File: src/rtl/uart_rx_pkg.sv
// Shared definitions for the UART receive path.
//   rx_state_t  : receiver FSM states
//   STATUS_W    : number of status bits stored with each received word
//   entry_width : width of one FIFO entry, {frame_err, parity_err, data}
package uart_rx_pkg;

    typedef enum logic [2:0] {
        IDLE,
        START,
        DATA,
        PARITY,
        STOP1,
        STOP2
    } rx_state_t;

    localparam int STATUS_W = 2;

    function automatic int entry_width(input int data_width);
        return data_width + STATUS_W;
    endfunction

endpackage

File: src/rtl/uart_rx_sync_fifo.sv
// Show-ahead synchronous FIFO for received UART words.
//   clk, reset : clock and synchronous active-high reset (empties the FIFO)
//   wr_en      : write request; accepted when not full, or when full with a
//                same-cycle read freeing a slot
//   wr_data    : entry to write
//   rd_en      : read request; honoured only when not empty
//   rd_data    : head entry, valid with no latency; all zeros when empty
//   empty/full : occupancy flags
//   count      : current number of entries
module uart_rx_sync_fifo #(
    parameter int WIDTH = 10,
    parameter int DEPTH = 4
) (
    input  logic                     clk,
    input  logic                     reset,
    input  logic                     wr_en,
    input  logic [WIDTH-1:0]         wr_data,
    input  logic                     rd_en,
    output logic [WIDTH-1:0]         rd_data,
    output logic                     empty,
    output logic                     full,
    output logic [$clog2(DEPTH):0]   count
);

    localparam int AW = $clog2(DEPTH);
    localparam logic [AW:0] FULL_CNT = (AW + 1)'(DEPTH);

    logic [WIDTH-1:0] mem [DEPTH];
    logic [AW-1:0]    wr_ptr;
    logic [AW-1:0]    rd_ptr;
    logic             do_push;
    logic             do_pop;

    assign empty   = (count == '0);
    assign full    = (count == FULL_CNT);
    assign do_pop  = rd_en & ~empty;
    assign do_push = wr_en & (~full | do_pop);

    // Pointers are exactly AW bits wide, so increments wrap modulo DEPTH.
    always_ff @(posedge clk) begin
        if (reset) begin
            wr_ptr <= '0;
            rd_ptr <= '0;
            count  <= '0;
        end else begin
            if (do_push) wr_ptr <= wr_ptr + 1'b1;
            if (do_pop)  rd_ptr <= rd_ptr + 1'b1;
            case ({do_push, do_pop})
                2'b10:   count <= count + 1'b1;
                2'b01:   count <= count - 1'b1;
                default: count <= count;
            endcase
        end
    end

    always_ff @(posedge clk) begin
        if (do_push) mem[wr_ptr] <= wr_data;
    end

    // Storage is not cleared, so the head is masked while empty.
    assign rd_data = empty ? '0 : mem[rd_ptr];

endmodule

File: src/rtl/uart_rx_fifo_core.sv
// UART receiver with oversampled majority voting and a receive FIFO.
//   UCLK            : sole clock, rising edge
//   reset           : synchronous active-high reset
//   serial_data_in  : asynchronous serial line, idle high
//   prescale        : UCLK cycles per bit (even, 8..32), latched per frame
//   parity_enable   : parity bit present; parity_type 0 even / 1 odd
//   two_stop_bits   : expect two stop bits
//   rd_ready        : consumer pops the head entry when rd_valid
//   overrun_clear   : clears the sticky overrun flag
//   rd_valid        : FIFO not empty
//   rd_data, rd_parity_error, rd_frame_error : head entry
//   overrun         : sticky, a frame was dropped because the FIFO was full
//   break_detect    : one-cycle pulse when a break frame is pushed
//   fifo_count      : FIFO occupancy
module uart_rx_fifo_core
    import uart_rx_pkg::*;
#(
    parameter int DATA_WIDTH = 8,
    parameter int FIFO_DEPTH = 4
) (
    input  logic                          UCLK,
    input  logic                          reset,
    input  logic                          serial_data_in,
    input  logic [5:0]                    prescale,
    input  logic                          parity_enable,
    input  logic                          parity_type,
    input  logic                          two_stop_bits,
    input  logic                          rd_ready,
    input  logic                          overrun_clear,
    output logic                          rd_valid,
    output logic [DATA_WIDTH-1:0]         rd_data,
    output logic                          rd_parity_error,
    output logic                          rd_frame_error,
    output logic                          overrun,
    output logic                          break_detect,
    output logic [$clog2(FIFO_DEPTH):0]   fifo_count
);

    localparam int         ENTRY_W  = entry_width(DATA_WIDTH);
    localparam logic [3:0] LAST_BIT = 4'(DATA_WIDTH - 1);

    rx_state_t state_q, state_d;

    logic                  rx_sync_p0, rx_sync_p1, rx_prev;
    logic                  fall_edge;
    logic [5:0]            cnt_q, bit_idx_pad;
    logic [3:0]            bit_idx_q;
    logic [5:0]            presc_q, half;
    logic                  par_en_q, par_type_q, two_stop_q;
    logic                  samp_a_q, samp_b_q, maj;
    logic                  at_first, at_mid, at_resolve, at_wrap;
    logic [DATA_WIDTH-1:0] shift_q;
    logic                  par_bit_q, stop1_q, frame_err_q;
    logic                  stop1_val, frame_err_d, parity_err_d, is_break;
    logic                  frame_push;
    logic [ENTRY_W-1:0]    push_entry, head_entry;
    logic                  fifo_full, fifo_empty, pop;

    assign bit_idx_pad = {2'b00, bit_idx_q};

    // Synchroniser stage boundary: two flops, then one more for edge detect.
    always_ff @(posedge UCLK) begin
        if (reset) begin
            rx_sync_p0 <= 1'b1;
            rx_sync_p1 <= 1'b1;
            rx_prev    <= 1'b1;
        end else begin
            rx_sync_p0 <= serial_data_in;
            rx_sync_p1 <= rx_sync_p0;
            rx_prev    <= rx_sync_p1;
        end
    end

    assign fall_edge = rx_prev & ~rx_sync_p1;

    assign half       = {1'b0, presc_q[5:1]};
    assign at_first   = (cnt_q == half - 6'd1);
    assign at_mid     = (cnt_q == half);
    assign at_resolve = (cnt_q == half + 6'd1);
    assign at_wrap    = (cnt_q == presc_q - 6'd1);
    assign maj        = (samp_a_q & samp_b_q) | (samp_a_q & rx_sync_p1) | (samp_b_q & rx_sync_p1);

    always_ff @(posedge UCLK) begin
        if (reset) state_q <= IDLE;
        else       state_q <= state_d;
    end

    // The final stop bit pushes and returns to IDLE at its resolve point so a
    // following start edge is never missed.
    always_comb begin
        state_d    = state_q;
        frame_push = 1'b0;
        case (state_q)
            IDLE:   if (fall_edge) state_d = START;
            START: begin
                if (at_resolve && maj) state_d = IDLE;
                else if (at_wrap)      state_d = DATA;
            end
            DATA:   if (at_wrap && bit_idx_pad == {2'b00, LAST_BIT})
                        state_d = par_en_q ? PARITY : STOP1;
            PARITY: if (at_wrap) state_d = STOP1;
            STOP1: begin
                if (two_stop_q) begin
                    if (at_wrap) state_d = STOP2;
                end else if (at_resolve) begin
                    frame_push = 1'b1;
                    state_d    = IDLE;
                end
            end
            STOP2: if (at_resolve) begin
                frame_push = 1'b1;
                state_d    = IDLE;
            end
            default: state_d = IDLE;
        endcase
    end

    // Bit timing and per-frame configuration.
    always_ff @(posedge UCLK) begin
        if (reset) begin
            cnt_q      <= '0;
            bit_idx_q  <= '0;
            presc_q    <= 6'd16;
            par_en_q   <= 1'b0;
            par_type_q <= 1'b0;
            two_stop_q <= 1'b0;
        end else if (state_q == IDLE) begin
            cnt_q     <= '0;
            bit_idx_q <= '0;
            if (fall_edge) begin
                presc_q    <= prescale;
                par_en_q   <= parity_enable;
                par_type_q <= parity_type;
                two_stop_q <= two_stop_bits;
            end
        end else begin
            cnt_q <= at_wrap ? 6'd0 : cnt_q + 6'd1;
            if (at_wrap && state_q == DATA) bit_idx_q <= bit_idx_q + 4'd1;
        end
    end

    // Sample stage boundary: two early samples held, third taken live at resolve.
    always_ff @(posedge UCLK) begin
        if (at_first) samp_a_q <= rx_sync_p1;
        if (at_mid)   samp_b_q <= rx_sync_p1;
        if (state_q == IDLE) frame_err_q <= 1'b0;
        if (at_resolve) begin
            case (state_q)
                DATA:    shift_q   <= {maj, shift_q[DATA_WIDTH-1:1]};
                PARITY:  par_bit_q <= maj;
                STOP1: begin
                    stop1_q <= maj;
                    if (!maj) frame_err_q <= 1'b1;
                end
                STOP2:   if (!maj) frame_err_q <= 1'b1;
                default: ;
            endcase
        end
    end

    assign stop1_val    = (state_q == STOP1) ? maj : stop1_q;
    assign frame_err_d  = frame_err_q | ~maj;
    assign parity_err_d = par_en_q & (((^shift_q) ^ par_bit_q) != par_type_q);
    assign is_break     = (shift_q == '0) & (~par_en_q | ~par_bit_q) & ~stop1_val;
    assign push_entry   = {frame_err_d, parity_err_d, shift_q};

    uart_rx_sync_fifo #(
        .WIDTH (ENTRY_W),
        .DEPTH (FIFO_DEPTH)
    ) u_fifo (
        .clk     (UCLK),
        .reset   (reset),
        .wr_en   (frame_push),
        .wr_data (push_entry),
        .rd_en   (rd_ready),
        .rd_data (head_entry),
        .empty   (fifo_empty),
        .full    (fifo_full),
        .count   (fifo_count)
    );

    assign rd_valid = ~fifo_empty;
    assign pop      = rd_ready & rd_valid;
    assign {rd_frame_error, rd_parity_error, rd_data} = head_entry;

    // Status stage boundary: a set in the same cycle as a clear wins.
    always_ff @(posedge UCLK) begin
        if (reset) begin
            overrun      <= 1'b0;
            break_detect <= 1'b0;
        end else begin
            if (frame_push && fifo_full && !pop) overrun <= 1'b1;
            else if (overrun_clear)              overrun <= 1'b0;
            break_detect <= frame_push & is_break;
        end
    end

endmodule

File: config.mk
export PLATFORM = sky130hd
export DESIGN_NAME = uart_rx_fifo_core
export DESIGN_NICKNAME = d
export VERILOG_FILES = /design/src/rtl/uart_rx_pkg.sv /design/src/rtl/uart_rx_sync_fifo.sv /design/src/rtl/uart_rx_fifo_core.sv
export SDC_FILE = /design/constraint.sdc
export NUM_CORES = 1
export LEC_CHECK = 0
export ABC_AREA = 1
export ABC_CLOCK_PERIOD_IN_PS = 3100
export CORE_MARGIN = 4
export CORE_UTILIZATION = 26
export CTS_CLUSTER_DIAMETER = 120
export DETAILED_ROUTE_END_ITERATION = 10
export PLACE_DENSITY = 0.49
export SETUP_SLACK_MARGIN = 0.5
export SYNTH_ARGS = -nofsm -noshare
export SYNTH_HDL_FRONTEND = slang
export SYNTH_SLANG_ARGS = --single-unit
File: constraint.sdc
create_clock -name UCLK -period 3.1 [get_ports UCLK]
set_input_delay 0.62 -clock UCLK [delete_from_list [all_inputs] [get_ports UCLK]]
set_output_delay 0.62 -clock UCLK [all_outputs]
set_load 0.02 [all_outputs]
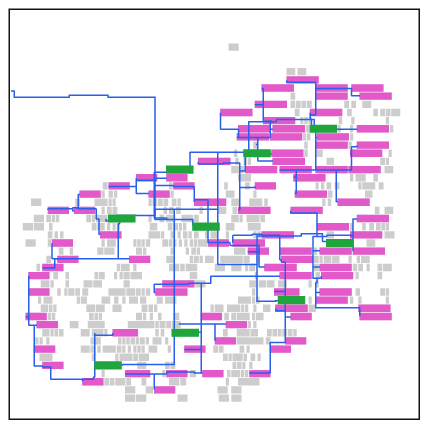
Fig. 1. Clock distribution.
Scale: 3 px per um.
[magenta] flip-flops | count: 89
[green] cells driving clock nets | count: 9
[blue] clock wires | length: 1270 um
routed clock nets	10

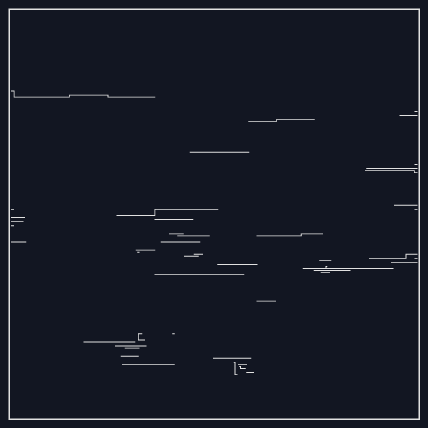
Fig. 2. M3 wires.
Scale: 3 px per um.
wire length on this layer	481 um
main direction	horizontal
share of all routed wire	5.2%
longest straight run	29.9 um

==> flow_metrics.py <==
# Physical implementation metrics
metrics = {
    "detailed_routing": {
        "drt_iter0_markers": 158,
        "dr.pass1.iters": 4,
        "routedWlPerCell_um": 12.88,
        "wl_met3_um": 480,
        "vias": 3112,
        "route.detailed.drc": 0,
        "ant_nets": 0,
        "via_per_inst": 4.340,
        "wl_met2_um": 4382,
        "drt-met1-wl_um": 4204,
        "highest_layer": "met4",
    },
    "timing": {
        "final.setup_skew_ns": 0.004951,
        "drv_slew": 0,
        "period_needed_ns": 2.479,
        "tns_ns": 0,
        "fmax_mhz": 403.5,
        "rsz0062_at_grt": "yes",
        "max_slew_margin_pct": 59.34,
        "final-setup-viol-count": 0,
    },
    "global_route": {
        "first_global_vias": 3042,
        "top_usage_layer": "met2",
        "grt_pass1_wl_um": 15340,
        "met1_usage_pct": 13.25,
        "met3_usage_pct": 3.035,
        "grt_max_degree": 19,
        "track_usage_pct": 10.78,
        "antenna_found_initial": 0,
    },
    "power": {
        "seq_power_share_pct": 44.9,
        "ir_drop_v": 0.0002827,
        "powerSeq_uw": 1360,
        "p_per_area_mw_per_mm2": 580.5,
        "p_int_uw": 2081,
        "p_leak_uw": 0.001983,
        "power_frac_clock_pct": 35.1,
        "net-switching-power_uw": 942.6,
        "sw_frac_of_total_pct": 31.17,
        "pg_clk_uw": 1060,
        "comb_power_share_pct": 19.9,
    },
    "cts": {
        "cts_hold_buffers": 0,
        "clockBufferDepth": 2,
        "cts_root_buf": "clkbuf_16",
        "clk_pin_slew_ns": 0.07,
        "ctsResizeCount": 16,
        "clock_sinks": 89,
        "clkLatencyLatePin_ns": 0.35,
        "htreeDepth": 3,
        "cts_buffers": 9,
        "tritoncts": "done",
        "cts_setup_buffers": 0,
    },
    "setup_path": {
        "cp_num_buf_inv": 4,
        "r2r_start": "presc_q[2]",
        "crit_start": "presc_q[2]",
        "rrSetupSlack_ns": 0.62,
        "path_common_cell": "nor2_1",
        "crit_arrival_ns": 2.77,
        "r2r-end": "u_fifo.count[1]",
        "reg2reg_depth": 17,
        "crit_path_max_incr_delay_ns": 0.41,
        "critPathCaptureType": "flip-flop",
        "crit_end": "u_fifo.count[1]",
        "cp.required_ns": 3.39,
        "path_class": "reg -> reg",
    },
    "floorplanning": {
        "rows": 46,
        "die_w_um": 136.2,
        "coreArea_mm2": 0.01600,
        "nWellTaps": 216,
        "chipHeight_um": 136.2,
        "die_area_mm2": 0.01854,
        "fp-utilization_pct": 26.69,
    },
    "cells_and_area": {
        "comb_area_mm2": 0.001729,
        "n_all_buffers": 43,
        "fillers": 1668,
        "dominant_cells": "registers",
        "buf_share_pct": 7.423,
        "final_util_pct": 32.55,
        "seq_share_pct": 44.42,
        "layout_top_cells": "82 x nor2_1, 52 x edfxtp_1, 44 x inv_1",
        "final-clk-cell-share_pct": 5.501,
        "inverters_excl_clock": 56,
        "num-clock-buffers": 9,
        "num_antenna_cells": 0,
        "lay_top_count": "nor2_1",
        "sh_comb_area_pct": 33.20,
        "drive_gt1_share_pct": 15.97,
        "nNetsFinal": 525,
        "flops": 89,
    },
    "synthesis": {
        "ys_seq_share_pct": 53.91,
        "mappedNetlistArea_mm2": 0.004270,
        "avgSynthCellArea_um2": 9.448,
        "yosysWarnings": 0,
        "synth_nets": 481,
        "synth_top_area_share_pct": 36.57,
        "yosysChipArea_mm2": 0.004270,
        "synth_cells": 452,
        "topCellsByArea": "edfxtp_1 37%, dfxtp_1 17%, nor2_1 7.3%",
        "ys_cells": 452,
        "synthDistinctLibCells": 40,
    },
    "hold_path": {
        "min_path_cells": 1,
        "worstHoldStart": "rx_sync_p0",
        "hold_path_end": "rx_sync_p1",
    },
    "placement": {
        "dp_hpwl_um": 6475,
        "portBuffers": 29,
    },
    "run": {
        "maxCapViolations": 0,
        "log.warning_count": 31,
    },
    "status": {
        "status": "completed",
    },
}
[synth_stat cells, drive strengths merged]
library cell	count
ha	14
xor2	14
maj3	1
dfxtp	37
or2	3
o22ai	1
a21oi	36
inv	53
mux2	1
xnor2	9
buf	4
o21a	2
nor4	2
nand4	1
nor2	88
fa	1
a21boi	1
nand3	19
o32ai	1
edfxtp	52
o21ai	41
nor3b	2
nor3	8
nand2	52
clkbuf	7
clkinv	2
[state kept, by name, summed over array words and instances (netlist names), 2 cells and up, named ones only]
name and flops:
u_fifo.mem 40, shift_q 8, cnt_q 6, presc_q 6
bit_idx_q 4, state_q 3, u_fifo.count 3, u_fifo.rd_ptr 2
u_fifo.wr_ptr 2
[through the flow]
step / power (uW) / area [um^2] / setup slack (ns) / hold WS [ns] / instances
2_1_floorplan: 1837 / 4270 / 0.6545 / 0.3895 / 452
3_3_place_gp: 1964 / 4847 / 0.4235 / 0.4092 / 696
3_5_place_dp: 1967 / 4847 / 0.3903 / 0.4006 / 696
4_1_cts: 3040 / 5142 / 0.5011 / 0.4179 / 713
5_1_grt: 3209 / 5209 / 0.4384 / 0.4320 / 717
6_report: 3024 / 5209 / 0.6215 / 0.4146 / 717
[logic make-up (layout without fill, tap and decap cells)]
logic type	after synthesis	in the layout	share of synthesized area [%]
AND/OR/NAND/NOR	175	175	19.81
flip-flops	89	89	53.91
AND-OR/OR-AND	82	82	9.991
buffers and inverters	66	115	6.329
XOR/XNOR	23	23	4.893
adder cells (fa/ha/maj)	16	16	4.805
multiplexers	1	1	0.2637
Power figures rest on the tool's default switching activity, not on a simulated workload.
